File: src/rtl/shake_padder.sv
// rtl/shake_padder.sv - word-serial SHAKE message padder (0x1F domain byte, pad10*1)
//
// Forwards 64-bit message words into rate-sized blocks, appends SHAKE padding
// and emits the extra all-pad words/block when the message leaves no room.
//
// Ports:
//   clk, rst              clock, synchronous active-high reset
//   start, rate_words     begin a message (IDLE only); rate sampled and clamped
//   in_data/in_valid/in_last/in_bytes/in_ready
//                         message word stream; in_bytes is valid bytes of last word
//   out_data/out_valid/out_ready
//                         padded word stream (single output register)
//   out_block_end         word is the last word of its block
//   out_msg_end           word is the last word of the message
//   busy                  state != IDLE or an output word is still held
`timescale 1ns/1ps
module shake_padder #(
  parameter int W              = 64,
  parameter int MAX_RATE_WORDS = 21
) (
  input  logic         clk,
  input  logic         rst,
  input  logic         start,
  input  logic [4:0]   rate_words,
  input  logic [W-1:0] in_data,
  input  logic         in_valid,
  input  logic         in_last,
  input  logic [3:0]   in_bytes,
  output logic         in_ready,
  output logic [W-1:0] out_data,
  output logic         out_valid,
  input  logic         out_ready,
  output logic         out_block_end,
  output logic         out_msg_end,
  output logic         busy
);

  localparam int NB = W / 8;
  localparam logic [4:0] MAX_RATE = 5'(MAX_RATE_WORDS);

  typedef enum logic [1:0] {S_IDLE, S_PASS, S_PAD} state_e;

  state_e         state_q, state_d;
  logic [4:0]     rate_q, rate_d;
  logic [4:0]     idx_q, idx_d;
  logic           pad_pending_q, pad_pending_d;
  logic [W-1:0]   out_data_q, out_data_d;
  logic           out_valid_q, out_valid_d;
  logic           block_end_q, block_end_d;
  logic           msg_end_q, msg_end_d;

  logic           can_load;
  logic           idx_last;
  logic           load;
  logic           word_msg_end;
  logic [W-1:0]   word;
  logic [3:0]     n_eff;

  // The output register may take a new word when empty or being drained.
  assign can_load = !out_valid_q || out_ready;
  assign idx_last = (idx_q == rate_q - 5'd1);
  assign n_eff    = (in_bytes > 4'd8) ? 4'd8 : in_bytes;

  always_comb begin
    state_d       = state_q;
    rate_d        = rate_q;
    idx_d         = idx_q;
    pad_pending_d = pad_pending_q;
    out_data_d    = out_data_q;
    out_valid_d   = out_valid_q;
    block_end_d   = block_end_q;
    msg_end_d     = msg_end_q;
    in_ready      = 1'b0;
    load          = 1'b0;
    word_msg_end  = 1'b0;
    word          = '0;

    if (out_valid_q && out_ready) begin
      out_valid_d = 1'b0;
    end

    case (state_q)
      S_IDLE: begin
        if (start) begin
          rate_d        = (rate_words == 5'd0 || rate_words > MAX_RATE) ? MAX_RATE : rate_words;
          idx_d         = 5'd0;
          pad_pending_d = 1'b0;
          state_d       = S_PASS;
        end
      end

      S_PASS: begin
        in_ready = can_load;
        if (in_valid && can_load) begin
          load = 1'b1;
          word = in_data;
          if (in_last) begin
            if (n_eff < 4'd8) begin
              // Keep bytes below n, place the domain byte at n, zero above.
              for (int b = 0; b < NB; b++) begin
                if (4'(b) == n_eff) begin
                  word[8*b +: 8] = 8'h1F;
                end else if (4'(b) > n_eff) begin
                  word[8*b +: 8] = 8'h00;
                end
              end
              if (idx_last) begin
                word[W-1]    = 1'b1;
                word_msg_end = 1'b1;
                state_d      = S_IDLE;
              end else begin
                pad_pending_d = 1'b0;
                state_d       = S_PAD;
              end
            end else begin
              // Full final word: the 0x1F byte still has to be emitted.
              pad_pending_d = 1'b1;
              state_d       = S_PAD;
            end
          end
        end
      end

      S_PAD: begin
        if (can_load) begin
          load          = 1'b1;
          pad_pending_d = 1'b0;
          if (pad_pending_q) begin
            word[7:0] = 8'h1F;
          end
          if (idx_last) begin
            word[W-1]    = 1'b1;
            word_msg_end = 1'b1;
            state_d      = S_IDLE;
          end
        end
      end

      default: state_d = S_IDLE;
    endcase

    if (load) begin
      out_data_d  = word;
      out_valid_d = 1'b1;
      block_end_d = idx_last;
      msg_end_d   = word_msg_end;
      idx_d       = idx_last ? 5'd0 : idx_q + 5'd1;
    end
  end

  always_ff @(posedge clk) begin
    if (rst) begin
      state_q       <= S_IDLE;
      rate_q        <= MAX_RATE;
      idx_q         <= 5'd0;
      pad_pending_q <= 1'b0;
      out_data_q    <= '0;
      out_valid_q   <= 1'b0;
      block_end_q   <= 1'b0;
      msg_end_q     <= 1'b0;
    end else begin
      state_q       <= state_d;
      rate_q        <= rate_d;
      idx_q         <= idx_d;
      pad_pending_q <= pad_pending_d;
      out_data_q    <= out_data_d;
      out_valid_q   <= out_valid_d;
      block_end_q   <= block_end_d;
      msg_end_q     <= msg_end_d;
    end
  end

  assign out_data      = out_data_q;
  assign out_valid     = out_valid_q;
  assign out_block_end = block_end_q;
  assign out_msg_end   = msg_end_q;
  assign busy          = (state_q != S_IDLE) || out_valid_q;

endmodule

File: config.mk
export PLATFORM = sky130hd
export DESIGN_NAME = shake_padder
export DESIGN_NICKNAME = d
export VERILOG_FILES = /design/src/rtl/shake_padder.sv
export SDC_FILE = /design/constraint.sdc
export NUM_CORES = 1
export LEC_CHECK = 0
export CAP_MARGIN = 20
export CORE_AREA = 2 2 85 95
export DETAILED_ROUTE_END_ITERATION = 10
export DIE_AREA = 0 0 87 97
export PLACE_DENSITY_LB_ADDON = 0.2
export SYNTH_ARGS = -nofsm -noshare
export SYNTH_HDL_FRONTEND = slang
export SYNTH_SLANG_ARGS = --single-unit
File: constraint.sdc
create_clock -name clk -period 3.9 [get_ports clk]
set_clock_uncertainty 0.1 [all_clocks]
set_input_delay 0.78 -clock clk [delete_from_list [all_inputs] [get_ports clk]]
set_output_delay 0.78 -clock clk [all_outputs]
set_load 0.005 [all_outputs]
**Run 1: met1 routing**

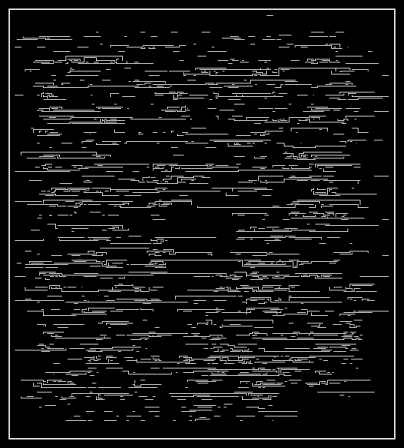
nets with wire on the layer: 537
wire length on this layer: 3880 um
longest straight run: 27.6 um

**Run 1: signal wires on met2**

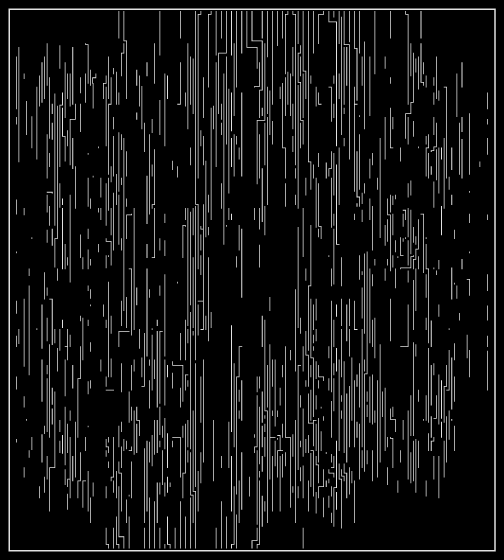
nets with wire on the layer: 530
share of all routed wire: 49%
wire length on this layer: 4820 um
via count of the routed design: 3435
met2 track demand over resource in global routing: 37.8%

**Run 1: met3 routing**

The bar under the picture is 20 um long.
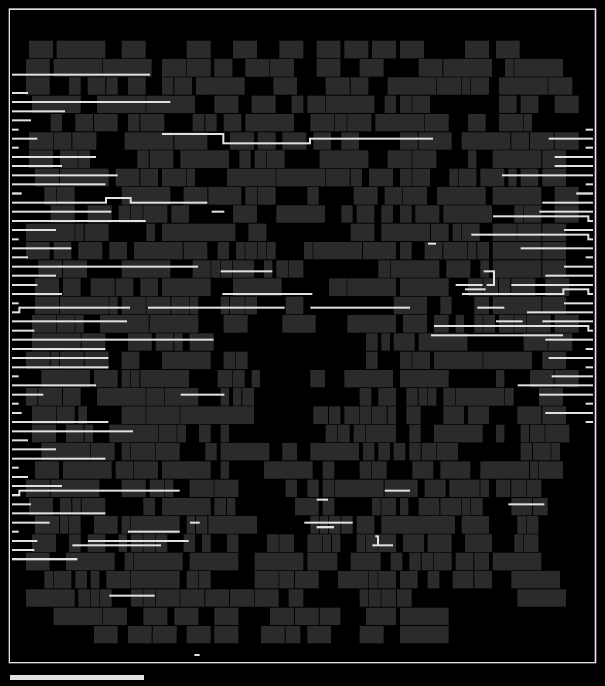
longest straight run: 29.7 um
wire length on this layer: 936 um
share of all routed wire: 9.6%

**Run 1: sequential cells colored by netlist name**

The bar under the picture is 20 um long.
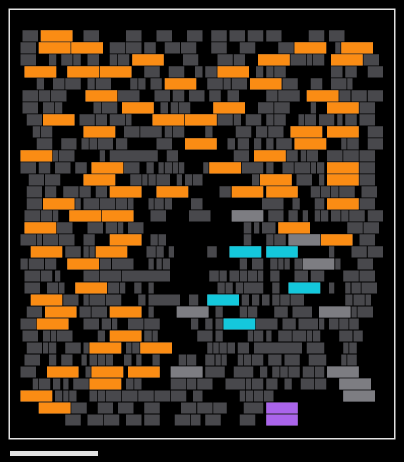
[state_q] purple | flops: 2
[out_data] orange | flops: 64 | where: spread over the die
[idx_q] cyan | flops: 5
not colored: 9
share of the final layout cell area in sequential cells: 31.4%
Register Area: 1600 um^2

==> changes_impl.md, run 1 <==
### Implementation results

* Slew headroom at 46.3%
* RSZ-0062 raised after global routing: no
* Chip area from the yosys synthesis statistics at 3310 um^2
* Inserted Clock Buffers at 9
* Crit share post-route at 76.7%
* DRC violations left at 0
* Arrival time worst endpoint at 2.11 ns
* Die Size at 8440 um^2
* Run status: complete, no violations
* GPL Wtd Cong at 0.860
* Worst Hold Class: flop to flop
* Maximum ir drop on the vdd rail at 0.348 mV
* DPL Wire Length at 7040 um
* Global-route wire length before repair at 15600 um
* Antenna violations before repair at 0
* Number of detailed-routing iterations run before antenna repair at 5
* Final Hold Vio Count at 0
* Largest net degree at the start of global routing at 64
* Cell count of the worst hold path at 2
* Post-layout util at 68.9%
* End of the worst hold path: out_data[36]
* Most area-consuming cells after synthesis: dfxtp_1 (48%), a22oi_1 (11%), a21oi_1 (8.3%)
* Maximum clock insertion buffer count at 2
* Rows at 33
* Flops & latches, synth at 80
* Number of buffers added for setup after CTS at 0
run 1: sequential cells by signal (all words and copies together) (netlist names):
signal	flops
rate_q	5
out_block_end	1
pad_pending_q	1
out_valid	1
idx_q	5
out_data	64
out_msg_end	1
state_q	2
run 1: per-stage QoR:
| stage | hold slack (ns) | area [um^2] | instances | power (mW) |
|---|---|---|---|---|
| 4_1_cts | 0.354 | 5070 | 615 | 2.34 |
| 6_report | 0.354 | 5090 | 616 | 2.34 |
| 3_3_place_gp | 0.339 | 4840 | 599 | 1.60 |
| 3_5_place_dp | 0.343 | 4840 | 599 | 1.61 |
| 2_1_floorplan | 0.348 | 3310 | 381 | 1.32 |
| 5_1_grt | 0.366 | 5090 | 616 | 2.47 |
run 1: worst max-delay path, stage by stage:
cell,delay (ns)
clkdlybuf4s50_1,0.47
nand2b_1,0.20
and2_1,0.16
clkdlybuf4s50_1,0.50
run 1: cell families (layout without fill, tap and decap cells):
kind of cell / count (synthesis) / count (layout) / synth area share (%)
AND-OR/OR-AND: 148 / 148 / 27.9
XOR/XNOR: 6 / 6 / 1.59
adder cells (fa/ha/maj): 5 / 5 / 1.89
buffers and inverters: 29 / 177 / 3.67
flip-flops: 80 / 80 / 48.4
multiplexers: 1 / 1 / 0.302
AND/OR/NAND/NOR: 112 / 112 / 16.3
run 1: cell usage after synthesis (3+ instances only):
library cell and number:
a21oi_1 55, a22oi_1 49, a31oi_1 6, and2_1 6, buf_2 10, clkbuf_1 11
dfxtp_1 80, ha_1 5, inv_1 7, nand2_1 25, nand2b_1 8, nand3_1 13
nand4b_1 3, nor2_1 39, nor3_1 5, o211ai_1 4, o21ai_0 21, o22ai_1 3
xnor2_1 3, xor2_1 3
run 1: where the power goes:
part / total [mW] / switching (mW) / internal, mW
registers: 0.932 / 0.0453 / 0.886
logic: 0.681 / 0.345 / 0.336
clock network: 0.729 / 0.302 / 0.427
total: 2.34 / 0.692 / 1.65
run 1: layout make-up:
cell class / count / area, um^2 / share of cell area [%]
Sequential cell: 80 / 1600 / 31.4
Multi-Input combinational cell: 272 / 1590 / 31.2
Timing Repair Buffer: 154 / 1530 / 30.1
Clock buffer: 11 / 131 / 2.58
Tap cell: 87 / 109 / 2.14
Clock inverter: 5 / 104 / 2.04
Inverter: 7 / 26.3 / 0.516
run 1: metal layers:
layer  part of all wire (%)  vias to the layer above
met3                    9.6                       10
li1                       -                     1674
met4                    1.2                        0
met5                      0                        -
met2                     49                      132
met1                     40                     1619
run 1: cell usage in the layout, fill, tap and decap left out, drive strengths merged, types with 4 or more instances in the layout:
cell type and instances:
a21oi 55, a22oi 49, a31oi 6, and2 6, buf 8, clkbuf 11, clkdlybuf4s50 146, dfxtp 80
ha 5, inv 8, nand2 25, nand2b 8, nand3 13, nor2 39, nor3 5, o211ai 4
o21ai 21
run 1: how the worst max path moves through the flow:
stage,start,to,slack [ns]
6_report,out_ready,in_ready,0.91
5_1_grt,out_ready,in_ready,0.85
4_1_cts,out_ready,in_ready,0.90
3_3_place_gp,out_ready,out_data[61],0.83
3_5_place_dp,out_ready,out_data[62],0.76
2_1_floorplan,out_ready,in_ready,1.88
==> run 2: changes to the inputs <==
--- a/config.mk
+++ b/config.mk
@@ -6,9 +6,9 @@
 export NUM_CORES = 1
 export LEC_CHECK = 0
 export CAP_MARGIN = 20
-export CORE_AREA = 2 2 85 95
+export CORE_AREA = 2 2 88 99
 export DETAILED_ROUTE_END_ITERATION = 10
-export DIE_AREA = 0 0 87 97
+export DIE_AREA = 0 0 90 101
 export PLACE_DENSITY_LB_ADDON = 0.2
 export SYNTH_ARGS = -nofsm -noshare
 export SYNTH_HDL_FRONTEND = slang
==> constraint.sdc (replaced) <==
create_clock -name clk -period 3 [get_ports clk]
set_clock_uncertainty 0.1 [all_clocks]
set_input_delay 0.6 -clock clk [delete_from_list [all_inputs] [get_ports clk]]
set_output_delay 0.6 -clock clk [all_outputs]
set_load 0.005 [all_outputs]
==> changes_impl.md, run 2 <==
### Implementation results

* Run status: complete, no violations
* Maximum clock insertion buffer count at 2 (unchanged)
* Rows at 35 (+6.1%)
* DPL Wire Length at 7200 um (+2.3%)
* Die Size at 9090 um^2 (+7.7%)
* Worst path max stage delay at 0.49 ns (about the same)
* Internal power component at 2.17 mW (+31%)
* Cell seen most often among critical-path stages: clkdlybuf4s50_1
* Antenna violations before repair at 0 (unchanged)
* CP cell instances: clkdlybuf4s50_1 > nand2b_1 > and2_1 > clkdlybuf4s50_1
* Placed instance area at 4910 um^2 (+1.4%)
* Combinational power share at 28.8% (-0.3 points)
* Crit share post-route at 87.5%
* Largest net degree at the start of global routing at 48 (-25%)
* Slew headroom at 56.6% (+10 points)
* Combinational gate area at 1590 um^2 (unchanged)
* Clock share of power at 31.7% (+0.6 points)
* GPL Wtd Cong at 0.771 (-10%)
* Dominant logic cell type in the layout: clkdlybuf4s50_1
* Hold Worst Slack at 0.355 ns (+0.00112 ns)
* Final non-filler cell area at 5150 um^2 (+1.2%)
* Switching share of total power at 29.2% (-0.38 points)
* Final Hold Vio Count at 0 (unchanged)
* Buffers and inverters on the worst path at 2 (unchanged)
* Global-route wire length before repair at 16200 um (+3.7%)
* Register Area at 1600 um^2 (unchanged)
* Flip-flop count of the largest register after layout at 64 (unchanged)
* Number of detailed-routing iterations run before antenna repair at 4 (-1)
* Inserted Clock Buffers at 9 (unchanged)
* RSZ-0062 raised after global routing: no
* Dominant logic cell types in the final layout: clkdlybuf4s50_1 (146), dfxtp_1 (80), a21oi_1 (55), a22oi_1 (49), nor2_1 (39)
* Flops & latches, synth at 80 (unchanged)
* Most used standard cells in the synthesized netlist: dfxtp_1 (80), a21oi_1 (55), a22oi_1 (49), nor2_1 (39), nand2_1 (25)
* Most numerous cell in the Yosys netlist: dfxtp_1
-- run 2: cell counts after synthesis --
Identical to the previous run, type by type.
-- run 2: tightest hold or removal path, stage by stage (launching register included) --
cell and delay (ns):
dfxtp_1 0.31, nand2_1 0.05, a21oi_1 0.05
-- run 2: cell families (layout without fill, tap and decap cells) --
kind of cell	after synthesis	in the layout	share of synthesized area (%)
compound gates	148	148	27.9
xor+xnor	6	6	1.59
fa+ha+maj	5	5	1.89
flops	80	80	48.4
buf+inv	29	178	3.67
mux	1	1	0.302
simple gates	112	112	16.3
-- run 2: layer usage --
layer | vias up | part of all wire, % | GRT usage, %
met5 | - | 0 | 0
met1 | 1620 | 41 | 26.4
met3 | 13 | 7.1 | 6.43
li1 | 1674 | - | -
met2 | 117 | 50 | 37.0
met4 | 0 | 1.5 | 7.93
-- run 2: final timing paths --
| path | from | to | slack, ns | cells past startpoint |
|---|---|---|---|---|
| max | out_ready | in_ready | 0.38 | 4 |
| min | out_data[34] | out_data[34] | 0.35 | 2 |
| max reg2reg | state_q[1] | out_data[28] | 0.80 | 6 |
| min reg2reg | out_data[34] | out_data[34] | 0.35 | 2 |
-- run 2: per-stage QoR --
| step | utilization (%) | total power [mW] | instances |
|---|---|---|---|
| CTS | 63.3 | 3.08 | 641 |
| finish | 63.3 | 3.06 | 641 |
| global placement | 60.2 | 2.09 | 625 |
| floorplan | - | 1.71 | 381 |
| detailed placement | 60.2 | 2.12 | 625 |
| global route | 63.3 | 3.23 | 641 |
-- run 2: power groups by stage --
stage          Sequential [mW]  Combinational [mW]  Clock (mW)
2_1_floorplan             1.23               0.479           0
3_3_place_gp              1.23               0.865           0
3_5_place_dp              1.23               0.881           0
4_1_cts                   1.21               0.885       0.987
5_1_grt                   1.22               0.976        1.03
6_report                  1.21               0.879       0.969
-- run 2: final cells by class --
type,count,area share [%]
flip-flops and latches,80,31.1
multi-input cells,272,30.8
repair buffers,155,30.1
clock buffers,11,2.74
well taps,111,2.70
clock inverters,5,2.02
inverters,7,0.510
**Run 2: met1 routing**

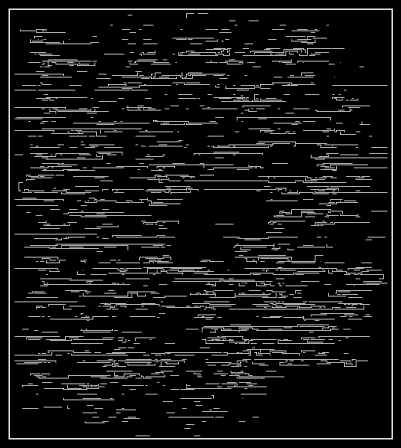
main direction: horizontal
wire length on this layer: 4070 um
longest straight run: 25.8 um
share of all routed wire: 41%
nets with wire on the layer: 550
drt total wl: 9890 um
via count of the routed design: 3424
met1 Resource Use GR: 26.4%

**Run 2: M4 wires**

The bar under the picture is 20 um long.
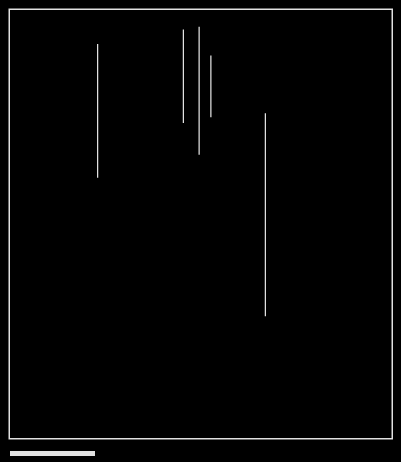
main direction: vertical
share of all routed wire: 1.5%

Power figures rest on the tool's default switching activity, not on a simulated workload.
